===== src/rtl/video_monitor.sv =====
// video_monitor: locks onto a DE-framed video stream and checks every frame
// for exact line/blanking geometry and a one-pixel white border pattern.
// Each checked frame ends with a frame_o pulse (with err_o if it was bad);
// two good frames in a row raise locked_o, any bad frame drops it.
module video_monitor #(
    parameter logic [9:0] NumColTotal  = 10'd800,
    parameter logic [9:0] NumColActive = 10'd640,
    parameter logic [9:0] NumRowTotal  = 10'd525,
    parameter logic [9:0] NumRowActive = 10'd480
) (
    input  logic       clk_i,
    input  logic       rst_i,
    input  logic       den_i,
    input  logic       pix_i,
    output logic       locked_o,
    output logic       frame_o,
    output logic       err_o,
    output logic [7:0] err_cnt_o
);

    typedef enum logic [1:0] {
        SEARCH = 2'd0,
        ARMED  = 2'd1,
        FRAME  = 2'd2
    } state_t;

    state_t     state_reg, state_next;

    logic       den_r, pix_r, den_q;
    logic [9:0] blank_cnt_reg;
    logic [9:0] col_reg, col_next;
    logic [9:0] row_reg, row_next;
    logic       err_flag_reg, err_flag_next;
    logic       good_seen_reg;
    logic       locked_reg, frame_reg, err_reg;
    logic [7:0] err_cnt_reg;

    logic       vblank, den_rise, den_fall;
    logic       in_frame, frame_start, frame_end;
    logic [9:0] cur_row, cur_col;
    logic       exp_pix, pix_bad, len_bad, gap_bad, frame_bad;

    // The total line count only describes the stream; a geometry where the
    // active region exceeds it has nothing extra to build, so this is empty.
    if (NumRowTotal < NumRowActive) begin : g_rows_descriptive
    end

    // Input register stage plus one-sample history of den for edge detection
    always_ff @(posedge clk_i or posedge rst_i) begin
        if (rst_i) begin
            den_r <= 1'b0;
            pix_r <= 1'b0;
            den_q <= 1'b0;
        end else begin
            den_r <= den_i;
            pix_r <= pix_i;
            den_q <= den_r;
        end
    end

    // Length of the current low run of den_r, saturating at a full line
    always_ff @(posedge clk_i or posedge rst_i) begin
        if (rst_i) begin
            blank_cnt_reg <= '0;
        end else if (den_r) begin
            blank_cnt_reg <= '0;
        end else if (blank_cnt_reg != NumColTotal) begin
            blank_cnt_reg <= blank_cnt_reg + 10'd1;
        end
    end

    // A full line worth of consecutive low samples marks vertical blanking
    assign vblank      = !den_r && (blank_cnt_reg == NumColTotal - 10'd1);
    assign den_rise    = den_r && !den_q;
    assign den_fall    = !den_r && den_q;
    assign in_frame    = (state_reg == FRAME);
    assign frame_start = (state_reg == ARMED) && den_rise;
    assign frame_end   = in_frame && vblank;

    // State register
    always_ff @(posedge clk_i or posedge rst_i) begin
        if (rst_i) begin
            state_reg <= SEARCH;
        end else begin
            state_reg <= state_next;
        end
    end

    // Next state: only vblank ends a frame, glitches inside it never do
    always_comb begin
        state_next = state_reg;
        case (state_reg)
            SEARCH:  if (vblank)   state_next = ARMED;
            ARMED:   if (den_rise) state_next = FRAME;
            FRAME:   if (vblank)   state_next = ARMED;
            default: state_next = SEARCH;
        endcase
    end

    // Position tracking and per-sample checks; the first active sample of a
    // frame is checked as row 0, col 0 in the same cycle the frame starts
    always_comb begin
        cur_row   = frame_start ? 10'd0 : row_reg;
        cur_col   = frame_start ? 10'd0 : col_reg;
        exp_pix   = (cur_row == 10'd0) || (cur_row == NumRowActive - 10'd1) ||
                    (cur_col == 10'd0) || (cur_col == NumColActive - 10'd1);
        // Saturated counters mean an extra line or an overlong line
        pix_bad   = (in_frame || frame_start) && den_r &&
                    ((pix_r != exp_pix) || (cur_row == NumRowActive) ||
                     (cur_col == NumColActive));
        len_bad   = in_frame && den_fall && (col_reg != NumColActive);
        gap_bad   = in_frame && den_rise &&
                    (blank_cnt_reg != NumColTotal - NumColActive);
        frame_bad = err_flag_reg || (row_reg != NumRowActive);

        col_next      = col_reg;
        row_next      = row_reg;
        err_flag_next = err_flag_reg;
        if (frame_start) begin
            col_next      = 10'd1;
            row_next      = 10'd0;
            err_flag_next = pix_bad;
        end else if (in_frame) begin
            err_flag_next = err_flag_reg | pix_bad | len_bad | gap_bad;
            if (den_fall) begin
                col_next = 10'd0;
                if (row_reg != NumRowActive) begin
                    row_next = row_reg + 10'd1;
                end
            end else if (den_r && (col_reg != NumColActive)) begin
                col_next = col_reg + 10'd1;
            end
        end
    end

    // Row/column counters and the sticky frame-error flag
    always_ff @(posedge clk_i or posedge rst_i) begin
        if (rst_i) begin
            col_reg      <= '0;
            row_reg      <= '0;
            err_flag_reg <= 1'b0;
        end else begin
            col_reg      <= col_next;
            row_reg      <= row_next;
            err_flag_reg <= err_flag_next;
        end
    end

    // Frame verdict outputs, lock tracking and the saturating error count
    always_ff @(posedge clk_i or posedge rst_i) begin
        if (rst_i) begin
            frame_reg     <= 1'b0;
            err_reg       <= 1'b0;
            locked_reg    <= 1'b0;
            good_seen_reg <= 1'b0;
            err_cnt_reg   <= '0;
        end else begin
            frame_reg <= frame_end;
            err_reg   <= frame_end && frame_bad;
            if (frame_end) begin
                if (frame_bad) begin
                    locked_reg    <= 1'b0;
                    good_seen_reg <= 1'b0;
                    if (err_cnt_reg != 8'hFF) begin
                        err_cnt_reg <= err_cnt_reg + 8'd1;
                    end
                end else begin
                    if (good_seen_reg) begin
                        locked_reg <= 1'b1;
                    end
                    good_seen_reg <= 1'b1;
                end
            end
        end
    end

    assign locked_o  = locked_reg;
    assign frame_o   = frame_reg;
    assign err_o     = err_reg;
    assign err_cnt_o = err_cnt_reg;

endmodule


===== config.mk =====
export PLATFORM = sky130hd
export DESIGN_NAME = video_monitor
export DESIGN_NICKNAME = d
export VERILOG_FILES = /design/src/rtl/video_monitor.sv
export SDC_FILE = /design/constraint.sdc
export NUM_CORES = 1
export LEC_CHECK = 0
export CAP_MARGIN = 0
export CORE_MARGIN = 2
export CORE_UTILIZATION = 68
export DETAILED_ROUTE_END_ITERATION = 8
export DONT_BUFFER_PORTS = 1
export GPL_ROUTABILITY_DRIVEN = 0
export PLACE_DENSITY_LB_ADDON = 0.1
export SETUP_SLACK_MARGIN = 0.2
export SLEW_MARGIN = 20
export SYNTH_ARGS = -nofsm -noshare
export SYNTH_HDL_FRONTEND = slang
export SYNTH_SLANG_ARGS = --single-unit

===== constraint.sdc =====
create_clock -name clk_i -period 4.3 [get_ports clk_i]
set_clock_uncertainty 0.15 [all_clocks]
set_input_delay 0.43 -clock clk_i [delete_from_list [all_inputs] [get_ports clk_i]]
set_output_delay 0.43 -clock clk_i [all_outputs]
set_load 0.02 [all_outputs]

==> metrics.yaml, run 1 <==
critPathRequiredTime_ns: 4.34
mean_instance_size_in_the_synthesized_netlist_um2: 9.71
worstSetupEndpointType: "register"
rsz0062_at_grt: "false"
cts_resized: 0
yosys_synthesis_chip_area_um2: 2540
grt_pass1_wl_um: 8400
drt-initial-drc-count: 131
run_status: "complete, no violations"
worstPathCellList: "or3b_4, nor4_4, o21ai_4, nor2_2, mux2_1"
fp-utilization_pct: 70.0
slew_violations: 0
path_clk_slew_ns: 0.09
wirelength_um: 4810
finalSetupViolations: 0
cts-buffers-inserted: 5
worst_pin_slew_ns: 0.974
fp_nets: 273
cp_data_arrival_time_ns: 2.47
count_of_final_hold_check_violations: 0
startpoint_type: "register"
crit_slowest_cell: "sky130_fd_sc_hd__dfrtp_1"
route.detailed.drc: 0
layout.nets: 280
synth-main-ff-cell: "sky130_fd_sc_hd__dfrtp_1"
seqPwrFrac_pct: 57.3
worst_hold_path_type: "in -> async"
synth-edff-count: 0
synth_largest_type_area_fraction_pct: 47.2
number_of_buffers_inserted_by_hold_repair_at_cts: 2
die_area_um2: 4250
yosys_warnings: 0
level_count_of_the_clock_h_tree: 2
switching_share_pct: 21.1
timing.final.crit_share_pct: 56.6
worst_case_headroom_to_the_max_slew_limit_pct: 34.9
design_power_total_uw: 803
top_level_port_count: 15
die_width_um: 65.2
global_route.overflow_total: 0
1st_pass_router_iterations: 5
comb_power_share_pct: 2.6
clk-insertion-delay-late_ns: 0.30
clock_sink_count: 48
cts-root-to-sink-buffers: 2
final.hold.worst_slack_ns: 0.0729
openroad.warnings: 29
clock-root-buffer: "sky130_fd_sc_hd__clkbuf_8"
number_of_global_route_vias_before_repair: 1822
cts_setup_buffers: 0
power.clock.fraction_pct: 40.1
fin_setup_tns_ns: 0
mi_logic_area_um2: 1290
proportion_of_layout_cells_with_a_drive_suffix_above_1_pct: 8.52
routed_via_density: 6.02
vdd_ir_drop_max_v: 0.000207
number_of_input_and_output_port_buffers_inserted: 0
power.leakage_nw: 1.22
synthArstFlopShare_pct: 100
seq_area_frac_synth_pct: 47.2
cts_tree: "yes"
ff_latch_area_um2: 1200
vias: 1915
mostFrequentLayoutCell: "sky130_fd_sc_hd__dfrtp_1"
yosys.area.top_type: "sky130_fd_sc_hd__dfrtp_1"
pwr_density_cell_nw_per_um2: 295
## run 1: power groups by stage
stage               clock [mW]  sequential (mW)  combinational [mW]
detailed placement           0            0.470              0.0199
global route             0.340            0.462              0.0242
global placement             0            0.469              0.0191
finish                   0.322            0.461              0.0209
floorplan                    0            0.466              0.0179
CTS                      0.327            0.461              0.0213
## run 1: Yosys cell counts (3+ instances only)
| cell | instances |
|---|---|
| sky130_fd_sc_hd__nand3_1 | 11 |
| sky130_fd_sc_hd__nor3_1 | 7 |
| sky130_fd_sc_hd__dfrtp_1 | 48 |
| sky130_fd_sc_hd__xor2_1 | 20 |
| sky130_fd_sc_hd__nand2_1 | 23 |
| sky130_fd_sc_hd__nor2_1 | 43 |
| sky130_fd_sc_hd__xnor2_1 | 4 |
| sky130_fd_sc_hd__inv_1 | 10 |
| sky130_fd_sc_hd__ha_1 | 7 |
| sky130_fd_sc_hd__o21ai_0 | 12 |
| sky130_fd_sc_hd__nand4_1 | 11 |
| sky130_fd_sc_hd__or3_1 | 3 |
| sky130_fd_sc_hd__a21oi_1 | 10 |
| sky130_fd_sc_hd__nand4bb_1 | 3 |
## run 1: area by class of cell
| cell class | count | area share (%) |
|---|---|---|
| multi-input cells | 200 | 47.3 |
| flip-flops and latches | 48 | 44.0 |
| clock buffers | 6 | 2.66 |
| well taps | 48 | 2.20 |
| inverters | 11 | 1.51 |
| clock inverters | 2 | 1.28 |
| repair buffers | 3 | 1.01 |
## run 1: critical path: cells and delay by family (launching register included)
kind | cells | cell delay, ns
compound gates | 1 | 0.20
mux | 1 | 0.33
flops | 1 | 0.60
simple gates | 3 | 1.03
## run 1: stage by stage
step	worst slack, ns	instance area (µm²)	instances
floorplan	2.18	2540	262
global placement	1.99	2600	308
detailed placement	1.91	2600	308
CTS	1.90	2730	318
global route	1.76	2730	318
finish	1.87	2730	318
## run 1: cells by family (layout without fill, tap and decap cells)
| group | count (synthesis) | in the layout | synth area share, % |
|---|---|---|---|
| AND-OR/OR-AND | 36 | 36 | 8.95 |
| XOR/XNOR | 24 | 24 | 8.26 |
| adder cells (fa/ha/maj) | 7 | 7 | 3.44 |
| buffers and inverters | 14 | 22 | 2.11 |
| flip-flops | 48 | 48 | 47.2 |
| multiplexers | 3 | 3 | 1.28 |
| AND/OR/NAND/NOR | 130 | 130 | 28.8 |
## run 1: layer usage
metal  part of all wire, %  track usage (%)  up-vias
met2                    48             40.8       39
met4                   1.1             6.25        0
met1                    47             35.4      935
met3                   4.2             5.65        5
met5                     0                0        -
li1                      -                -      936
## run 1: worst paths after layout
check	from	to	cells after the start
worst min-delay path	rst_i	row_reg[0]	1
min in group clk_i	row_reg[7]	row_reg[7]	1
max in group asynchronous	rst_i	blank_cnt_reg[1]	1
worst min register to register	row_reg[7]	row_reg[7]	1
worst max register to register	den_r	err_cnt_o[1]	5
worst max-delay path	den_r	err_cnt_o[1]	5
**Run 1: port wiring**

Drawn at 8 px/µm.
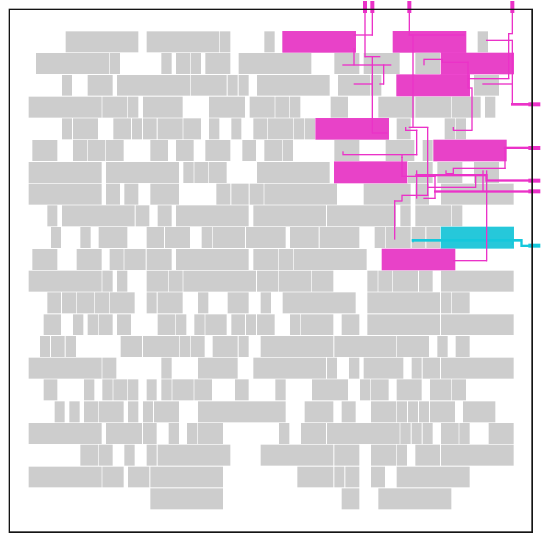
[magenta] err_cnt_o | bits: 8 | direction: output | end cells: 8 | wire: 223 µm
[cyan] locked_o | bits: 1 | direction: output | end cells: 1 | wire: 15.8 µm

**Run 1: placement view**

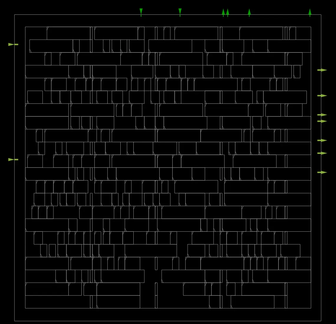
Core Footprint: 3630 µm²
number of fill cells in the layout: 280
register share of the cell area: 44.0%
final core occ: 75.1%

**Run 1: clock distribution**

Drawn at 4 px/µm.
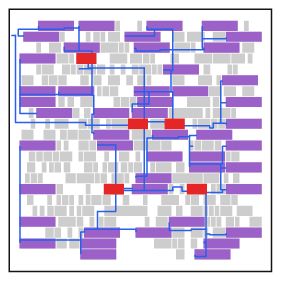
[blue] clock wires | length: 542 µm
[purple] flip-flops | count: 48
[red] clock drivers | count: 5
routed clock nets: 6

**Run 1: where the registers sit**

Drawn at 4 px/µm. Other sequential cells in the stronger grey, the rest of the logic in the fainter grey.
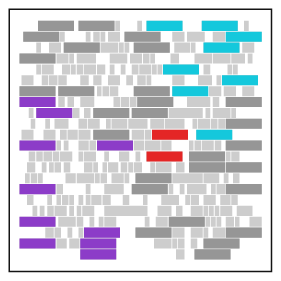
[red] state_reg | placed flops: 2
[purple] col_reg | placed flops: 10
[cyan] err_cnt_o | placed flops: 8 | where: top right
not coloured: 28

--- run 2 (diff from run 1) ---
CORE_UTILIZATION = 63   (was 68)
clock period = 2.3 ns   (was 4.3 ns; I/O delays follow)
**Run 2: where the registers sit**

Drawn at 4 px/µm. Other sequential cells in the stronger grey, the rest of the logic in the fainter grey.
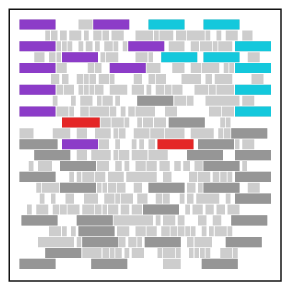
[cyan] err_cnt_o | placed flops: 8 | where: top right
[purple] col_reg | placed flops: 10 | where: top left
[red] state_reg | placed flops: 2
not coloured: 28

==> run 2 against run 1 <==
  * Largest power group unchanged
  * Highest routed layer unchanged
  * Combinational power rose to 2.5 times the previous value
  * Sequential power rose by 86%
  * Cell area rose by 6.8%
  * Synthesized cell count did not move
  * Sequential share of layout area fell by 2.7 points
  * Final cell count rose by 6.3%
  * Sequential cell count did not move
  * Clock-buffer cell count rose by 2
  * Largest cell class unchanged
==> metrics.yaml, run 2 <==
finalSetupViolations: 0
crit_slowest_cell: "sky130_fd_sc_hd__dfrtp_1"
synthDistinctLibCells: 52
timing.final.crit_share_pct: 88.4
area_leaders: "sky130_fd_sc_hd__dfrtp_1, sky130_fd_sc_hd__xor2_1, sky130_fd_sc_hd__nor2_1"
level_count_of_the_clock_h_tree: 2
clock.fmax_ghz: 0.492
cts-root-to-sink-buffers: 2
grt_pass1_wl_um: 8340
die_h_um: 67.6
worstSetupEndpointType: "register"
yosys.area.top_type: "sky130_fd_sc_hd__dfrtp_1"
power.leakage_nw: 1.30
rows: 23
cts_tree: "yes"
period_needed_ns: 2.03
initial_antenna_violation_count: 0
timing.critical_path.fanout_max: 8
path_clk_slew_ns: 0.09
synth.top_cells.by_count: "sky130_fd_sc_hd__dfrtp_1, sky130_fd_sc_hd__nor2_1, sky130_fd_sc_hd__nand2_1"
design_power_total_mw: 1.42
mean_instance_size_in_the_synthesized_netlist_um2: 9.71
maximum_number_of_pins_on_one_net_before_global_route_repair: 21
pwr_density_cell_nw_per_um2: 489
crit_family: "simple AND/OR/NAND/NOR gates"
clock_sink_count: 48
mappedNetlistArea_um2: 2540
number_of_global_route_vias_before_repair: 1865
fp-utilization_pct: 64.6
top_level_port_count: 15
global_route.overflow_total: 0
worst_case_headroom_to_the_max_slew_limit_pct: 69.8
fin_setup_tns_ns: 0
count_of_final_hold_check_violations: 0
yosys_cells: 262
clk-insertion-delay-late_ns: 0.29
grtUsageTotal_pct: 23.9
ys.flops: 48
routed_via_density: 5.88
hpwl_dp_um: 3590
seq_area_frac_synth_pct: 47.2
worst_pin_slew_ns: 0.447
layout.nets: 298
drt-initial-drc-count: 114
yosys_synthesis_chip_area_um2: 2540
wirelength_um: 5060
final_util_pct: 73.9
worstPathCellList: "nand4bb_4, nor4_4, buf_4, o21ai_4, nor4_2, xor2_1"
core-area_um2: 3940
fillCellCount: 281
rsz0062_at_grt: "false"
most_common_cell_in_the_netlist: "sky130_fd_sc_hd__dfrtp_1"
cp_data_arrival_time_ns: 2.09
startpoint_type: "register"
path_class: "reg -> reg"
route.detailed.drc: 0
yosys_warnings: 0
netlist_instances: 262
synthArstFlopShare_pct: 100
drt.antenna.violating_nets: 0
synth-edff-count: 0
cts-buffers-inserted: 5
run_status: "complete, no violations"
synth_largest_type_area_fraction_pct: 47.2
slew_violations: 0
vias: 1986
die_width_um: 67.6
die_area_um2: 4560
drt-wirelength-per-cell_um: 15.0
maxCapViolCount: 0
synth-main-ff-cell: "sky130_fd_sc_hd__dfrtp_1"
critPathRequiredTime_ns: 2.36
openroad.warnings: 29
cp_slowest_stage_delay_ns: 0.41
vdd_ir_drop_max_v: 0.000401
mostFrequentLayoutCell: "sky130_fd_sc_hd__dfrtp_1"
1st_pass_router_iterations: 4
worst_hold_path_type: "in -> async"
proportion_of_layout_cells_with_a_drive_suffix_above_1_pct: 17.0
worst-path-buf-inv: 1
fp_nets: 273
antennaDiodeCount: 0
number_of_input_and_output_port_buffers_inserted: 0
clock-root-buffer: "sky130_fd_sc_hd__clkbuf_8"
area_growth_syn_to_layout_pct: 14.5
most-common-layout-cells: "sky130_fd_sc_hd__dfrtp_1, sky130_fd_sc_hd__nor2_1, sky130_fd_sc_hd__nand2_1, sky130_fd_sc_hd__xor2_1, sky130_fd_sc_hd__buf_4"
**Run 2: port wiring**

Drawn at 6 px/µm.
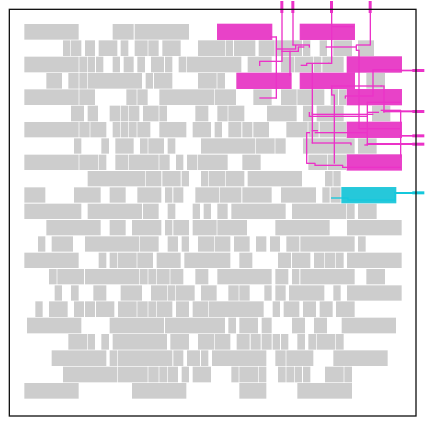
[magenta] err_cnt_o | bits: 8 | direction: output | end cells: 8 | wire: 256 µm
[cyan] locked_o | bits: 1 | direction: output | end cells: 1 | wire: 15.1 µm

run 2: timing repair:
action,4_1_cts,5_1_grt
cloned,0,0
setup endpoints to repair,4,14
setup buffers,6,4
pin swaps,2,4
resized,1,12
hold endpoints to repair,20,0
hold buffers,3,0
run 2: final cells by class:
class / instances / area [µm²] / area share, %
multi-input cells: 200 / 1350 / 46.4
flip-flops and latches: 48 / 1200 / 41.3
repair buffers: 21 / 165 / 5.67
clock buffers: 8 / 90.1 / 3.09
well taps: 50 / 62.6 / 2.15
inverters: 11 / 41.3 / 1.42
run 2: logic make-up after synthesis:
family	synth area share [%]
muxes	1.28
buffers and inverters	2.11
AOI/OAI and AO/OA	8.95
adders and majority gates	3.44
xor gates and xnor gates	8.26
and+or+nand+nor	28.8
DFF	47.2
run 2: final timing paths:
| check | from | end | slack [ns] | cells after the start |
|---|---|---|---|---|
| setup / recovery | blank_cnt_reg[7] | err_cnt_o[5] | 0.27 | 6 |
| hold / removal | rst_i | err_cnt_o[0] | 0.23 | 2 |
| setup reg to reg | blank_cnt_reg[7] | err_cnt_o[5] | 0.27 | 6 |
| hold reg to reg | good_seen_reg | good_seen_reg | 0.37 | 2 |
| max in group asynchronous | rst_i | state_reg[0] | 1.21 | 3 |
| min in group clk_i | den_i | den_r | 0.34 | 1 |
run 2: per-layer routing:
| layer | wire length (µm) | GRT usage [%] |
|---|---|---|
| met1 | 2380 | 32.7 |
| met2 | 2480 | 39.6 |
| met3 | 179 | 4.33 |
| met4 | 21 | 5.36 |
| met5 | 0 | 0 |
run 2: worst reg2reg max path, stage by stage (launching register included):
cell and delay [ns]:
sky130_fd_sc_hd__dfrtp_1 0.41, sky130_fd_sc_hd__nand4bb_4 0.26, sky130_fd_sc_hd__nor4_4 0.30, sky130_fd_sc_hd__buf_4 0.19
sky130_fd_sc_hd__o21ai_4 0.12, sky130_fd_sc_hd__nor4_2 0.32, sky130_fd_sc_hd__xor2_1 0.20
run 2: where the power goes:
| part | switching [mW] | internal [mW] |
|---|---|---|
| clock network | 0.266 | 0.246 |
| logic | 0.0329 | 0.0198 |
| registers | 0.00917 | 0.850 |
| total | 0.308 | 1.12 |
run 2: metrics by stage:
step | hold WS [ns] | cells | cell area (µm²) | setup slack, ns
global placement | -0.0161 | 317 | 2660 | 0.179
detailed placement | -0.0118 | 317 | 2660 | 0.142
floorplan | 0.111 | 262 | 2540 | 0.254
CTS | 0.249 | 334 | 2820 | 0.202
finish | 0.233 | 338 | 2910 | 0.266
global route | 0.263 | 338 | 2910 | 0.184
Power figures rest on the tool's default switching activity, not on a simulated workload.
